### src/rtl/ledger_mem_arbiter_if.sv
// Bundle between the three ledger-RAM requesters, the arbiter and the RAM pins.
// The slave side is the arbiter; the master side is everything around it.
interface ledger_mem_arbiter_if #(
  parameter int DATA_W = 48,
  parameter int ADDR_W = 5
);
  logic [2:0]          req;
  logic [2:0]          wr;
  logic [3*ADDR_W-1:0] addr_bus;
  logic [3*DATA_W-1:0] wdata_bus;
  logic [2:0]          grant;
  logic [2:0]          ack;
  logic [DATA_W-1:0]   rdata;
  logic                busy;
  logic [ADDR_W-1:0]   mem_addr;
  logic                mem_wren;
  logic [DATA_W-1:0]   mem_data;
  logic [DATA_W-1:0]   mem_q;

  modport master (
    output req, wr, addr_bus, wdata_bus, mem_q,
    input  grant, ack, rdata, busy, mem_addr, mem_wren, mem_data
  );

  modport slave (
    input  req, wr, addr_bus, wdata_bus, mem_q,
    output grant, ack, rdata, busy, mem_addr, mem_wren, mem_data
  );
endinterface

### src/rtl/ledger_mem_arbiter.sv
// Round-robin owner of the single-port ledger RAM: one transaction at a time,
// IDLE -> ISSUE -> (WAIT x RD_LAT for reads) -> ACK, with a per-requester ack pulse.
module ledger_arb_lane #(
  parameter int LANE = 0
) (
  input  logic [1:0] idx,
  input  logic       in_txn,
  input  logic       in_ack,
  output logic       grant,
  output logic       ack
);
  logic own;
  assign own   = (idx == 2'(LANE));
  assign grant = in_txn & own;
  assign ack   = in_ack & own;
endmodule

module ledger_mem_arbiter #(
  parameter int DATA_W = 48,
  parameter int ADDR_W = 5,
  parameter int RD_LAT = 2
) (
  input  logic                 clock,
  input  logic                 resetn,
  ledger_mem_arbiter_if.slave  bus
);
  localparam int NUM_REQ = 3;
  localparam int CNT_W   = (RD_LAT > 1) ? $clog2(RD_LAT) : 1;

  localparam logic [1:0] S_IDLE  = 2'd0;
  localparam logic [1:0] S_ISSUE = 2'd1;
  localparam logic [1:0] S_WAIT  = 2'd2;
  localparam logic [1:0] S_ACK   = 2'd3;

  logic [1:0]        state_q, state_d;
  logic [1:0]        ptr_q, ptr_d;
  logic [1:0]        idx_q, idx_d;
  logic              wr_op_q, wr_op_d;
  logic [CNT_W-1:0]  cnt_q, cnt_d;
  logic [ADDR_W-1:0] mem_addr_q, mem_addr_d;
  logic [DATA_W-1:0] mem_data_q, mem_data_d;
  logic [DATA_W-1:0] rdata_q, rdata_d;

  logic              win_vld;
  logic [1:0]        win_idx;

  // Walk ptr+3 down to ptr+1 so the lowest offset with a request wins last.
  always_comb begin : arb_pick
    int c;
    c       = 0;
    win_vld = 1'b0;
    win_idx = ptr_q;
    for (int k = NUM_REQ; k >= 1; k--) begin
      c = (int'(ptr_q) + k) % NUM_REQ;
      if (bus.req[c]) begin
        win_vld = 1'b1;
        win_idx = 2'(c);
      end
    end
  end

  always_comb begin
    state_d    = state_q;
    ptr_d      = ptr_q;
    idx_d      = idx_q;
    wr_op_d    = wr_op_q;
    cnt_d      = cnt_q;
    mem_addr_d = mem_addr_q;
    mem_data_d = mem_data_q;
    rdata_d    = rdata_q;
    case (state_q)
      S_IDLE: begin
        if (win_vld) begin
          idx_d      = win_idx;
          wr_op_d    = bus.wr[win_idx];
          mem_addr_d = bus.addr_bus[int'(win_idx)*ADDR_W +: ADDR_W];
          mem_data_d = bus.wdata_bus[int'(win_idx)*DATA_W +: DATA_W];
          state_d    = S_ISSUE;
        end
      end
      S_ISSUE: begin
        if (wr_op_q) begin
          state_d = S_ACK;
        end else begin
          state_d = S_WAIT;
          cnt_d   = '0;
        end
      end
      S_WAIT: begin
        if (cnt_q == CNT_W'(RD_LAT - 1)) begin
          rdata_d = bus.mem_q;
          state_d = S_ACK;
        end else begin
          cnt_d = cnt_q + CNT_W'(1);
        end
      end
      default: begin
        ptr_d   = idx_q;
        state_d = S_IDLE;
      end
    endcase
  end

  always_ff @(posedge clock or negedge resetn) begin
    if (!resetn) begin
      state_q    <= S_IDLE;
      ptr_q      <= 2'd2;
      idx_q      <= 2'd0;
      wr_op_q    <= 1'b0;
      cnt_q      <= '0;
      mem_addr_q <= '0;
      mem_data_q <= '0;
      rdata_q    <= '0;
    end else begin
      state_q    <= state_d;
      ptr_q      <= ptr_d;
      idx_q      <= idx_d;
      wr_op_q    <= wr_op_d;
      cnt_q      <= cnt_d;
      mem_addr_q <= mem_addr_d;
      mem_data_q <= mem_data_d;
      rdata_q    <= rdata_d;
    end
  end

  logic                busy_w;
  logic                in_ack_w;
  logic [NUM_REQ-1:0]  grant_w;
  logic [NUM_REQ-1:0]  ack_w;

  assign busy_w   = (state_q != S_IDLE);
  assign in_ack_w = (state_q == S_ACK);

  for (genvar i = 0; i < NUM_REQ; i++) begin : g_lane
    ledger_arb_lane #(.LANE(i)) u_lane (
      .idx    (idx_q),
      .in_txn (busy_w),
      .in_ack (in_ack_w),
      .grant  (grant_w[i]),
      .ack    (ack_w[i])
    );
  end

  assign bus.grant    = grant_w;
  assign bus.ack      = ack_w;
  assign bus.busy     = busy_w;
  assign bus.rdata    = rdata_q;
  assign bus.mem_addr = mem_addr_q;
  assign bus.mem_data = mem_data_q;
  assign bus.mem_wren = (state_q == S_ISSUE) && wr_op_q;

  a_grant_onehot: assert property (@(posedge clock) disable iff (!resetn)
    $onehot0(grant_w));
  a_ack_owner: assert property (@(posedge clock) disable iff (!resetn)
    (ack_w != '0) |-> (ack_w == grant_w));
  a_wren_issue: assert property (@(posedge clock) disable iff (!resetn)
    bus.mem_wren |-> (state_q == S_ISSUE));
endmodule
### src/flat_wrapper.sv
// flat-port wrapper written by rule: the top's interface ports become plain ports
module ledger_mem_arbiter_flat 
#(
  parameter int DATA_W = 48,
  parameter int ADDR_W = 5,
  parameter int RD_LAT = 2
)
  (clock, resetn, bus_req, bus_wr, bus_addr_bus, bus_wdata_bus, bus_mem_q, bus_grant, bus_ack, bus_rdata, bus_busy, bus_mem_addr, bus_mem_wren, bus_mem_data);
  ledger_mem_arbiter_if #(.DATA_W(DATA_W), .ADDR_W(ADDR_W)) bus_i ();
  input  logic clock;
  input  logic resetn;
  input wire logic [$bits(bus_i.req)-1:0] bus_req;
  input wire logic [$bits(bus_i.wr)-1:0] bus_wr;
  input wire logic [$bits(bus_i.addr_bus)-1:0] bus_addr_bus;
  input wire logic [$bits(bus_i.wdata_bus)-1:0] bus_wdata_bus;
  input wire logic [$bits(bus_i.mem_q)-1:0] bus_mem_q;
  output wire logic [$bits(bus_i.grant)-1:0] bus_grant;
  output wire logic [$bits(bus_i.ack)-1:0] bus_ack;
  output wire logic [$bits(bus_i.rdata)-1:0] bus_rdata;
  output wire logic [$bits(bus_i.busy)-1:0] bus_busy;
  output wire logic [$bits(bus_i.mem_addr)-1:0] bus_mem_addr;
  output wire logic [$bits(bus_i.mem_wren)-1:0] bus_mem_wren;
  output wire logic [$bits(bus_i.mem_data)-1:0] bus_mem_data;
  assign bus_i.req = bus_req;
  assign bus_i.wr = bus_wr;
  assign bus_i.addr_bus = bus_addr_bus;
  assign bus_i.wdata_bus = bus_wdata_bus;
  assign bus_i.mem_q = bus_mem_q;
  assign bus_grant = bus_i.grant;
  assign bus_ack = bus_i.ack;
  assign bus_rdata = bus_i.rdata;
  assign bus_busy = bus_i.busy;
  assign bus_mem_addr = bus_i.mem_addr;
  assign bus_mem_wren = bus_i.mem_wren;
  assign bus_mem_data = bus_i.mem_data;
  ledger_mem_arbiter #(.DATA_W(DATA_W), .ADDR_W(ADDR_W), .RD_LAT(RD_LAT)) u_core (.clock(clock), .resetn(resetn), .bus(bus_i));
endmodule
### config.mk
export PLATFORM = sky130hd
export DESIGN_NAME = ledger_mem_arbiter_flat
export DESIGN_NICKNAME = d
export VERILOG_FILES = /design/src/rtl/ledger_mem_arbiter_if.sv /design/src/rtl/ledger_mem_arbiter.sv /design/src/flat_wrapper.sv
export SDC_FILE = /design/constraint.sdc
export NUM_CORES = 1
export LEC_CHECK = 0
export ABC_AREA = 1
export CAP_MARGIN = 10
export CORE_AREA = 2 2 127 129
export DETAILED_ROUTE_END_ITERATION = 8
export DIE_AREA = 0 0 129 131
export PLACE_DENSITY = 0.88
export SYNTH_ARGS = -nofsm -noshare
export SYNTH_HDL_FRONTEND = slang
export SYNTH_SLANG_ARGS = --single-unit
### constraint.sdc
create_clock -name clock -period 3.94 [get_ports clock]
set_input_delay 0.394 -clock clock [delete_from_list [all_inputs] [get_ports clock]]
set_output_delay 0.394 -clock clock [all_outputs]
set_load 0.01 [all_outputs]
==> impl_summary.log <==
[flow] collecting metrics
INFO  metric ir_drop = 0.776 mV
INFO  metric rows = 46
INFO  metric largest_class = buffers
INFO  metric power.clock.fraction = 0.099
INFO  metric post_synth_mux_area_share = 0.0875
INFO  metric seq-cell-share = 0.278
INFO  metric cts-resized-gates = 0
INFO  metric p_sw_frac = 0.477
INFO  metric fin_util = 0.629
INFO  metric worstRegToRegCells = 14
INFO  metric syn_inst = 790
INFO  metric synth_cell_type_count = 26
INFO  metric timing.critical_path.buf_inv = 5
INFO  metric clock_power = 0.931 mW
INFO  metric comb.multi_input.count = 508
INFO  metric max_slew_margin = 0.223
INFO  metric regToRegEndpoint = u_core.bus.mem_data[47]
INFO  metric clock_area_frac = 0.0307
INFO  metric run_status = finished clean
INFO  metric synth.yosys.num_cells = 790
INFO  metric met2_usage = 0.437
INFO  metric maxCapViolations = 0
INFO  metric gp_congestion = 0.844
INFO  metric critical_path_class = reg -> reg
INFO  metric crit_path_max_incr_delay = 390 ps
INFO  metric count_of_inserted_antenna_diode_cells = 0
INFO  metric finalCritPeriodShare = 0.682
INFO  metric multi_input_comb_area = 0.00272 mm2
INFO  metric detailroute.wirelength.met3 = 1.90 mm
INFO  metric total_clock_buffers_created_by_cts = 9
INFO  metric powerSeq = 2.08 mW
INFO  metric fp.dieW = 129 um
INFO  metric drt_pre_antenna_iters = 5
INFO  metric rr_startpoint = u_core.ptr_q[0]
INFO  metric synth.cell_area = 0.00618 mm2
INFO  metric finalHoldWorstSlack = 115 ps
INFO  metric preCtsSetupSlack = 1210 ps
INFO  metric setup_violations_final = 0
INFO  metric synth.area.top_cells = dfrtp_1 44%, nand3_1 10%, mux2_2 8.7%
INFO  metric layout.area.seq = 0.00273 mm2
INFO  metric number_of_well_taps = 216
INFO  metric tritoncts = yes
INFO  metric design.seq.count = 109
INFO  metric timing.critical_path.fanout_max = 28
INFO  metric max_freq = 372 MHz
INFO  metric cts_setup_buffers = 0
INFO  metric route.met2.wl = 10.9 mm
INFO  metric chipHeight = 131 um
INFO  metric warning_count_from_the_yosys_run = 0
INFO  metric post_drt_wl_per_cell = 16.3 um
INFO  metric synthTopCellsByCount = 129 x nand2_1, 127 x nand3_1, 114 x inv_1
INFO  metric dominant_power_group = combinational logic
INFO  metric combPwrFrac = 0.679
INFO  metric path_depth = 14
INFO  metric highest-signal-layer = met4
INFO  metric power_leakage = 4.55 nW
INFO  metric synth_flop_count = 109
INFO  metric post_route_cells_drive_above_1_share = 0.0865
INFO  metric crit_required = 4220 ps
INFO  metric hold_viol = 0
INFO  metric clock_tree.htree_level_count = 3
INFO  metric wl_met1 = 7.90 mm
INFO  metric comb_power = 6.35 mW
INFO  metric enable_flop_cells = 0
INFO  metric worst-slew-pin-transition = 1160 ps
INFO  metric setup_crit_start_kind = flop
INFO  metric post_synth_xor_area_fraction = 0
INFO  metric critical-path-slowest-cell = dfrtp_1
INFO  metric comb_share = 0.277
INFO  metric chipArea = 0.0169 mm2
INFO  metric core_region_area = 0.0156 mm2
INFO  metric num-nonclk-buffers = 335
INFO  metric postRouteWirelength = 21.2 mm
INFO  metric hpwlAfterDp = 15.8 mm
INFO  metric syn_avg_cell_area = 7.82 um2
INFO  metric area_of_all_placed_cells_without_fillers = 0.00981 mm2
INFO  metric syn-num-nets = 1014
INFO  metric worstHoldPathType = in -> async
INFO  metric clock_sink_count = 109
INFO  metric remaining_drcs = 0
INFO  metric yosysMostFrequentCell = nand2_1
INFO  metric fillers = 1315
INFO  metric dpl.cell_count = 1287
INFO  metric netlist_logic_family_top = simple AND/OR/NAND/NOR gates
INFO  metric rsz0062_at_grt = no
INFO  metric cts.reportedPaths.clkPinSlew = 80 ps
INFO  metric period_minus_slack = 2690 ps
INFO  metric vias = 6269
INFO  metric layout_buffering_overhead_excluding_clock_cells = 0.341
INFO  metric power_internal = 4.90 mW
INFO  metric grt-busiest-layer = met2
INFO  metric mostFrequentLayoutCells = 322 x clkdlybuf4s50_1, 128 x nand2_1, 126 x nand3_1
INFO  metric asyncSetResetFlopFracSynth = 1.00
INFO  metric warnings = 33
INFO  metric global_route.overflow_total = 0
INFO  metric viasPerCell = 4.81
INFO  metric cts_hold_buf = 0
INFO  metric post-route-worst-setup-slack = 1250 ps
INFO  metric critical_path_arrival = 2970 ps
INFO  metric maxSlewViolCount = 0
INFO  metric worst_setup_path_startpoint = u_core.ptr_q[0]
INFO  metric fin_skew = 10.7 ps
INFO  metric layout-area-overhead-vs-synth = 58.8%
INFO  metric floorplan.core_util = 0.396
INFO  metric final_antenna_net_count = 0
INFO  metric sequentialPowerShare = 0.222
INFO  metric first_pass_grt_wire_length = 31.6 mm
INFO  metric grt_pass1_vias = 6164
INFO  metric instances_no_fill = 1303
INFO  metric layout.clock_buffers = 10
INFO  metric clkLatencyLatePin = 350 ps
INFO  metric synth_compound_gate_area_share = 0.0824
INFO  metric cts_root_buf = clkbuf_16
INFO  metric simple_gate_area_frac = 0.249
INFO  metric share_of_the_yosys_chip_area_belonging_to_registers = 0.442
INFO  metric use_met1 = 0.276
INFO  metric top_cell_area_share = 0.437
INFO  metric nNonClkInverters = 119
INFO  metric placement.cell_area = 0.00951 mm2
### Sequential cells colored by netlist name

Scale bar: 50 um. Other sequential cells in the stronger gray, the rest of the logic in the fainter gray.
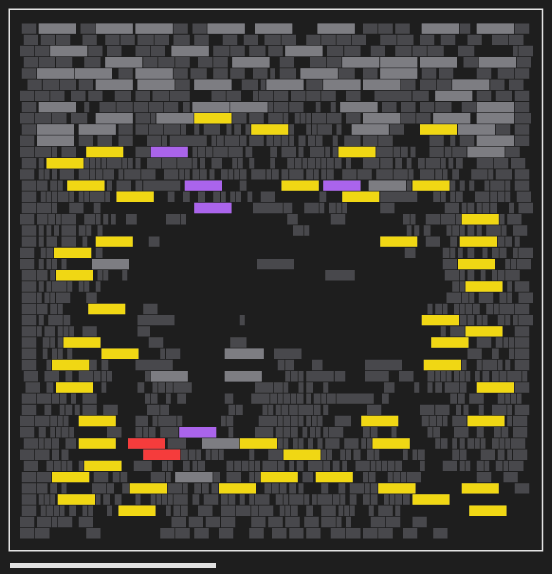
Yellow shows u_core.bus.mem_data, sequential cells 48, where all over the die. Red shows u_core.state_q, sequential cells 2. Purple shows u_core.bus.mem_addr, sequential cells 5.
Another 54 sequential cells are not colored.

### I/O nets highlighted

Scale bar: 50 um.
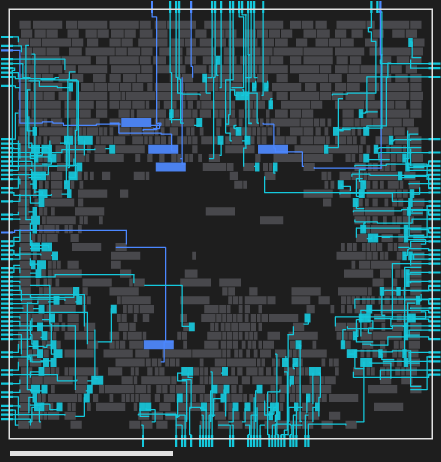
Cyan shows bus_wdata_bus, direction input, end cells 144, buffers 144, wire 3420 um. Blue shows bus_mem_addr, direction output, end cells 5, buffers 5, wire 375 um.
number of input and output port buffers inserted: 323
I/O pin count: 324

### Layout detail

Scale bar: 10 um. Window x 20 to 45, y 20 to 45 um. Cells in gray, sequential cells in the stronger gray; small squares are vias.
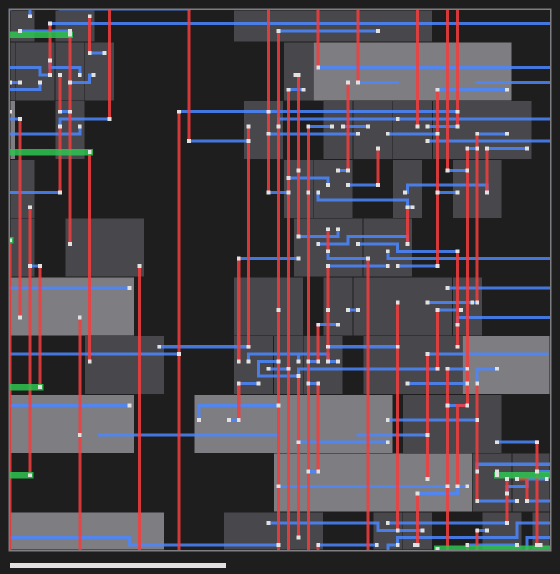
Green shows met3. Blue shows met1. Red shows met2.
43 logic cells have their middle in the window. Most frequent: inv_1 (7), dfrtp_1 (6). Netlist names of flops here include u_core.bus.mem_data (3), u_core.state_q (2). Sequential cells in the window: 6.

### Track usage over the die

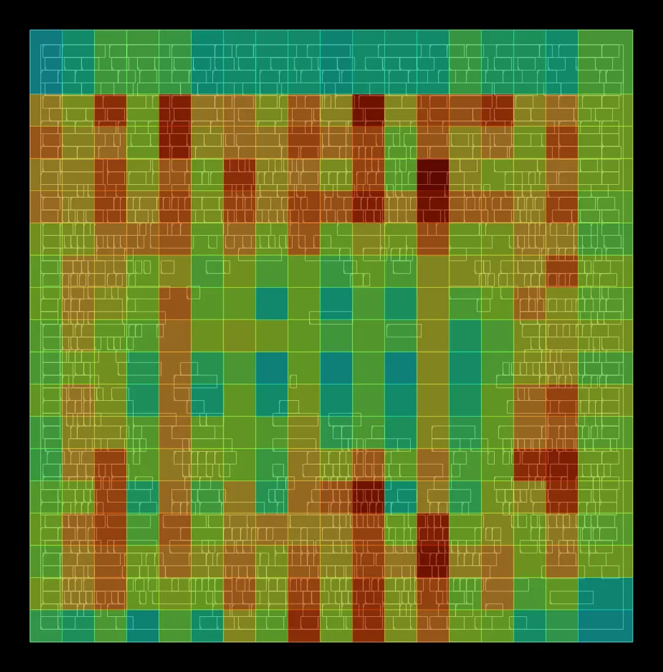
fraction of met3 tracks used by global routing: 0.0664
All-Layer GR Usage: 0.241

### Gate-type map

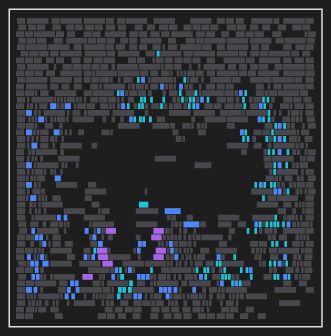
Purple shows adder and majority cells, cells 9, most used ha_1. Blue shows inverting AOI/OAI gates, cells 90, most used a21oi_1. Cyan shows NOR gates, cells 98, most used nor2_1.

Power and IR drop assume default switching activity.
